<file path="config.mk">
export PLATFORM = sky130hd
export DESIGN_NAME = pc_stack_unit
export DESIGN_NICKNAME = d
export VERILOG_FILES = /design/src/rtl/pc_stack_unit.sv
export SDC_FILE = /design/constraint.sdc
export NUM_CORES = 1
export LEC_CHECK = 0
export ABC_CLOCK_PERIOD_IN_PS = 2750
export CORE_MARGIN = 1.5
export CORE_UTILIZATION = 45
export CTS_CLUSTER_DIAMETER = 80
export DETAILED_ROUTE_END_ITERATION = 8
export PLACE_DENSITY = 0.75
export SLEW_MARGIN = 20
export SYNTH_ARGS = -nofsm -noshare
export SYNTH_HDL_FRONTEND = slang
export SYNTH_SLANG_ARGS = --single-unit
</file>
<file path="constraint.sdc">
create_clock -name clk -period 2.75 [get_ports clk]
set_input_delay 0.55 -clock clk [delete_from_list [all_inputs] [get_ports clk]]
set_output_delay 0.55 -clock clk [all_outputs]
set_load 0.01 [all_outputs]
</file>
<file path="src/rtl/pc_stack_unit.sv">
// Program counter plus descending hardware stack controller: PC commands, call/return,
// data push/pop, bounds checking with a sticky fault, and a two-cycle return sequence.
module pc_stack_unit #(
    parameter int              AW       = 16,
    parameter logic [AW-1:0]   PC_RESET = '0,
    parameter logic [AW-1:0]   SP_TOP   = 16'h018F,
    parameter int              DEPTH    = 64
) (
    input  logic          clk,
    input  logic          reset,
    input  logic          pc_inc,
    input  logic          pc_jmp,
    input  logic          pc_rel,
    input  logic          call,
    input  logic          ret,
    input  logic          push,
    input  logic          pop,
    input  logic [AW-1:0] target,
    input  logic [AW-1:0] mem_rdata,
    input  logic          fault_clr,
    output logic [AW-1:0] pc_out,
    output logic [AW-1:0] sp_out,
    output logic [AW-1:0] stack_addr,
    output logic          stack_wr,
    output logic [AW-1:0] stack_wdata,
    output logic          stack_rd,
    output logic          busy,
    output logic          empty,
    output logic          full,
    output logic          fault,
    output logic [1:0]    fault_code
);

    typedef enum logic {S_IDLE, S_RET_WAIT} state_t;

    localparam logic [AW-1:0] DEPTH_V = AW'(DEPTH);
    localparam logic [1:0]    FC_OVF  = 2'b01;
    localparam logic [1:0]    FC_UNF  = 2'b10;

    state_t        r_state;
    logic [AW-1:0] r_pc;
    logic [AW-1:0] r_sp;
    logic [AW-1:0] r_count;
    logic          r_fault;
    logic [1:0]    r_fault_code;

    logic          w_idle, w_empty, w_full;
    logic          w_ret, w_call, w_pp;
    logic          w_call_ok, w_call_ovf, w_ret_ok, w_ret_unf;
    logic          w_push_ok, w_push_ovf, w_pop_ok, w_pop_unf;
    logic          w_ovf, w_unf;
    logic [AW-1:0] w_pc_plus1;
    logic [AW-1:0] w_pc_nxt;
    logic [AW-1:0] w_count_nxt;

    assign w_idle  = (r_state == S_IDLE);
    assign w_empty = (r_count == '0);
    assign w_full  = (r_count == DEPTH_V);

    // Command decode: ret beats call, and push/pop only count when neither is present.
    assign w_ret      = w_idle & ret;
    assign w_call     = w_idle & ~ret & call;
    assign w_pp       = w_idle & ~ret & ~call;
    assign w_call_ok  = w_call & ~w_full;
    assign w_call_ovf = w_call &  w_full;
    assign w_ret_ok   = w_ret  & ~w_empty;
    assign w_ret_unf  = w_ret  &  w_empty;
    assign w_push_ok  = w_pp & push & ~pop & ~w_full;
    assign w_push_ovf = w_pp & push & ~pop &  w_full;
    assign w_pop_ok   = w_pp & pop & ~push & ~w_empty;
    assign w_pop_unf  = w_pp & pop & ~push &  w_empty;
    assign w_ovf      = w_call_ovf | w_push_ovf;
    assign w_unf      = w_ret_unf  | w_pop_unf;

    assign w_pc_plus1 = r_pc + 1'b1;

    always_comb begin
        w_pc_nxt = r_pc;
        if (w_ret) begin
            w_pc_nxt = r_pc;
        end else if (w_call) begin
            if (w_call_ok) w_pc_nxt = target;
        end else if (pc_jmp) begin
            w_pc_nxt = target;
        end else if (pc_rel) begin
            w_pc_nxt = r_pc + target;
        end else if (pc_inc) begin
            w_pc_nxt = w_pc_plus1;
        end
    end

    always_comb begin
        w_count_nxt = r_count;
        if (w_call_ok | w_push_ok)     w_count_nxt = r_count + 1'b1;
        else if (w_ret_ok | w_pop_ok)  w_count_nxt = r_count - 1'b1;
    end

    always_ff @(posedge clk) begin
        if (reset) begin
            r_state      <= S_IDLE;
            r_pc         <= PC_RESET;
            r_sp         <= SP_TOP;
            r_count      <= '0;
            r_fault      <= 1'b0;
            r_fault_code <= 2'b00;
        end else begin
            case (r_state)
                S_IDLE: begin
                    r_pc <= w_pc_nxt;
                    if (w_ret_ok) r_state <= S_RET_WAIT;
                end
                S_RET_WAIT: begin
                    r_pc    <= mem_rdata;
                    r_state <= S_IDLE;
                end
                default: r_state <= S_IDLE;
            endcase
            r_count <= w_count_nxt;
            r_sp    <= SP_TOP - w_count_nxt;
            // A new violation overrides a simultaneous clear; otherwise the first code is held.
            if (w_ovf | w_unf) begin
                r_fault <= 1'b1;
                if (!r_fault || fault_clr) r_fault_code <= w_ovf ? FC_OVF : FC_UNF;
            end else if (fault_clr) begin
                r_fault      <= 1'b0;
                r_fault_code <= 2'b00;
            end
        end
    end

    assign pc_out      = r_pc;
    assign sp_out      = r_sp;
    assign busy        = (r_state == S_RET_WAIT);
    assign empty       = w_empty;
    assign full        = w_full;
    assign fault       = r_fault;
    assign fault_code  = r_fault_code;
    assign stack_wr    = w_call_ok | w_push_ok;
    assign stack_rd    = w_ret_ok  | w_pop_ok;
    assign stack_wdata = w_call_ok ? w_pc_plus1 : '0;
    assign stack_addr  = (w_ret_ok | w_pop_ok) ? r_sp + 1'b1 : r_sp;

endmodule

</file>
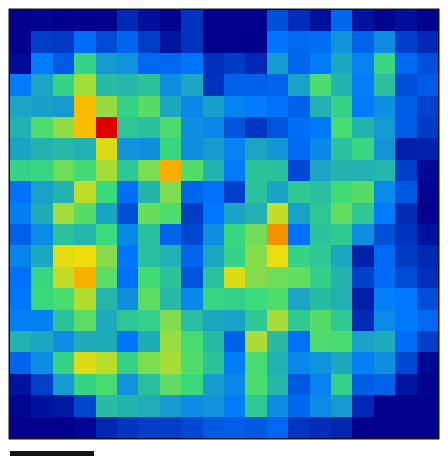
*Wiring heat map*
Scale bar: 20 um. 20 x 20 tiles, from dark blue (low) to red (high), scaled to the fullest tile. Values are wire area over tile area, all layers added.
fullest tile: 0.78
tiles over half the peak: 16%
mean over tiles: 0.25
nearly empty tiles: 8.0%

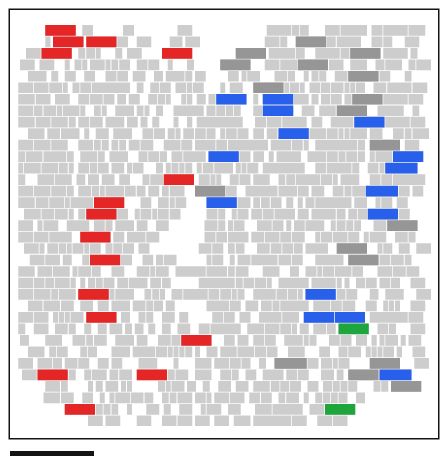
*Sequential cells grouped by signal name*
Scale bar: 20 um. Other sequential cells in the stronger gray, the rest of the logic in the fainter gray.
[r_count] blue | sequential cells: 15
[pc_out] red | sequential cells: 16
[fault_code] green | sequential cells: 2
not colored: 18

==> out/summary.txt <==
most numerous logic cell after layout: buf_4
DR vias/cell: 5.700
tool warnings: 31
Routed wire per std cell: 16.70 um
placed cell area: 6502 um2
ys async rst share: 0%
drt total wl: 15,580 um
DR top layer: met4
actual slew at the worst max-slew pin: 0.4497 ns
Rows: 35
met2 WL: 7764 um
Root Buffer Master: clkbuf_8
min-delay src: fault
post-layout period usage: 106.6%
worst-case clock buffer depth: 2
yosys warns: 0
DRC Markers: 0
layout cell share with drive strength beyond 1: 35.07%
Port Buffers: 113
#FFs+latches synth: 51
CP endpoint kind: flop
largest net degree at the start of global routing: 36
number of distinct library cells after synthesis: 79
final instance area: 7222 um2
Layout area overhead: 65.81%
fin cells: 933
Crit Path Class: in2reg
RR Startpoint: r_count[14]
CTS tree: yes
grt total ovfl: 0
EDFF count, synth: 0
TritonCTS Buffers: 5
Core Box Area: 9328 um2
Cell Pwr Density: 1144 nW/um2
setup slack after layout: -0.1803 ns
number of DRC markers in iteration 0: 184
Synth Seq Share: 23.44%
antenna cells: 0
clk_skew: 0.01173 ns
syn avg cell area: 7.834 um2
Crit Path Max Fanout: 4
Worst VDD drop: 629.6 uV
FILL cells: 667
RSZ-0062 raised after global routing: yes
Mapped Cells: 556
ys cells: 556
Post-synth top flop: dfxtp_1
FP Util: 46.69%
status: complete, but fails checks
die area: 10,280 um2
Max Clock Freq: 341.3 MHz
Post-DP HPWL: 10,940 um
Placer Congestion: 0.9523
WP data arrival: 3.17 ns
TritonCTS Sinks: 51
leak pwr: 3.084 nW
# setup viols final: 30
Post-Route M1 WL: 6351 um
vias in the first global route: 5,307
failing checks: setup timing
Design Power: 0.008263 W
crit-path leading delay family: simple AND/OR/NAND/NOR gates
Nets: 866
H-tree depth: 2
worst slack at placement: -1.053 ns
Pre-antenna DRT Iters: 7
Vias: 5,318
slowest cell delay on critical path: 0.55 ns
chip height: 101.4 um
Req. time, crit path: 2.99 ns
slowest CP cell: or4b_4
relative slew slack: 70.02%
max cap viols: 0
# IOs: 114
buffers and inverters on the worst path: 4
final max-slew violation count: 0
crit path from: call
clk latency late pin: 0.32 ns
Chip Area, Yosys: 4355 um2
Hold Crit Class: reg2reg
Tmin final: 2.930 ns
most numerous logic cells after layout: buf_4 (132), clkdlybuf4s50_1 (71), nor2_1 (58)
Worst path most repeated cell: o211ai_1
logic area: 3538 um2
# hold bufs at CTS: 0
final hold vios: 0
metal3 WL: 1040 um
Flop area: 1026 um2
Post-Syn Area: 4355 um2
crit-path cells: buf_6 -> or4b_4 -> buf_4 -> and2_4 -> o211ai_1 -> nand3_4 -> inv_2 -> ha_1 -> inv_1 -> o211ai_1 -> nand2_1 -> or3_1 -> a21oi_1
Synth Net Count: 619
dpl cells: 891
Die X: 101.4 um
startpoint types: input pin
Reg clk slew, reported paths: 0.10 ns
global-route wire length before repair: 24,430 um
Routed Antenna Nets: 0
antenna violations before repair: 0
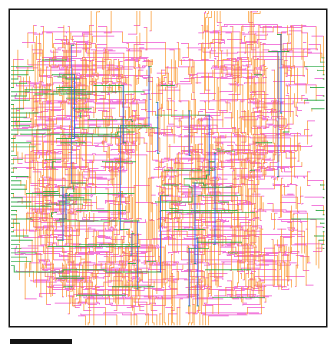
*Wiring by layer*
Scale bar: 20 um.
[met2] orange | wire length: 7,760 um
[met4] blue | wire length: 424 um
[met3] green | wire length: 1,040 um
[met1] magenta | wire length: 6,350 um

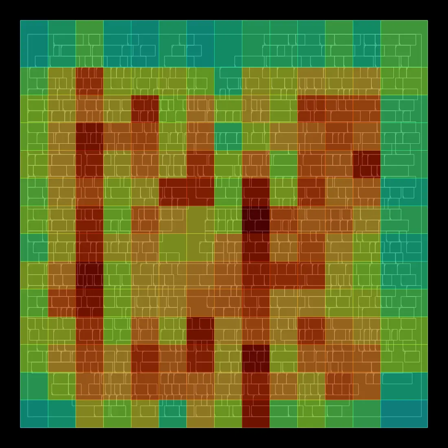
*Congestion heat map*
Tot GR Track Use: 29.32%
GRT busiest layer: met2
M3 GR Usage: 3.520%
M1 GR Usage: 35.96%
met2 Use GR: 53.54%

-- per-stage QoR --
step	hold WS, ns	util (%)	TNS, ns
3_5_place_dp	0.5870	69.71	-31.88
2_1_floorplan	0.5151	-	-1.341
6_report	0.6064	77.42	-2.222
4_1_cts	0.6059	73.71	-2.297
5_1_grt	0.6431	77.42	-4.997
3_3_place_gp	0.5620	69.71	-29.20
-- sequential cells by signal, summed over array words and instances (netlist names) --
signal	count
r_count	15
fault_code	2
busy	1
fault	1
sp_out	16
pc_out	16
-- Yosys cell counts, types with 12 or more instances --
library cell / number / area (um2)
ha_1: 20 / 250.2
clkbuf_1: 18 / 67.56
xnor2_1: 38 / 332.8
and3_1: 12 / 75.07
nand2_1: 39 / 146.4
dfxtp_1: 51 / 1021
nand4_1: 14 / 87.58
o21ai_0: 25 / 125.1
xor2_1: 18 / 157.7
nor2_1: 72 / 270.3
inv_1: 18 / 67.56
a21oi_1: 44 / 220.2
nor3_1: 16 / 80.08
nand3_1: 20 / 100.1
-- final timing paths --
kind	slack [ns]	cells past startpoint	endpoint
setup / recovery	-0.18	13	sp_out[14]
hold / removal	0.61	2	fault
setup reg to reg	-0.17	14	sp_out[14]
hold reg to reg	0.61	2	fault
-- cell families (layout without fill, tap and decap cells) --
group	count (synthesis)	in the layout	share of synthesized area [%]
compound gates	149	149	24.91
xor+xnor	58	58	12.01
simple gates	230	230	28.27
buf+inv	45	293	4.567
flops	51	51	23.44
fa+ha+maj	21	21	6.205
mux	2	2	0.6032
-- layout make-up --
type / count / area share [%]
clock inverter: 3 / 0.6410
multi-input combinational: 460 / 49.00
timing repair buffer: 266 / 31.95
sequential: 51 / 14.21
tap: 129 / 2.235
inverter: 19 / 1.022
clock buffer: 5 / 0.9529
-- metal layers --
metal | vias to the layer above | track usage [%]
li1 | 2521 | -
met1 | 2519 | 35.96
met2 | 236 | 53.54
met3 | 42 | 3.520
met4 | 0 | 8.868
met5 | - | 0
-- power by group --
| part | switching, W | internal [W] | leakage, nW |
|---|---|---|---|
| logic | 0.00305 | 0.00336 | 2.61 |
| registers | 0.000270 | 0.00102 | 0.422 |
| clock network | 0.000288 | 0.000275 | 0.0548 |
| total | 0.00361 | 0.00466 | 3.08 |
-- worst register-to-register path, cell delays in order (launching register included) --
cell and delay (ns):
dfxtp_2 0.35, nor4_4 0.35, nand4b_4 0.17, buf_6 0.17, buf_4 0.13, o21bai_4 0.18
buf_6 0.13, nand3_4 0.08, inv_2 0.07, ha_1 0.14, inv_1 0.06, o211ai_1 0.36
nand2_1 0.14, or3_1 0.37, a21oi_1 0.14
-- timing repair --
action | 4_1_cts | 5_1_grt
buffers inserted | 26 | 12
setup endpoints to repair | 55 | 50
gates resized | 190 | 67
pin swaps | 30 | 30
Power figures rest on the tool's default switching activity, not on a simulated workload.
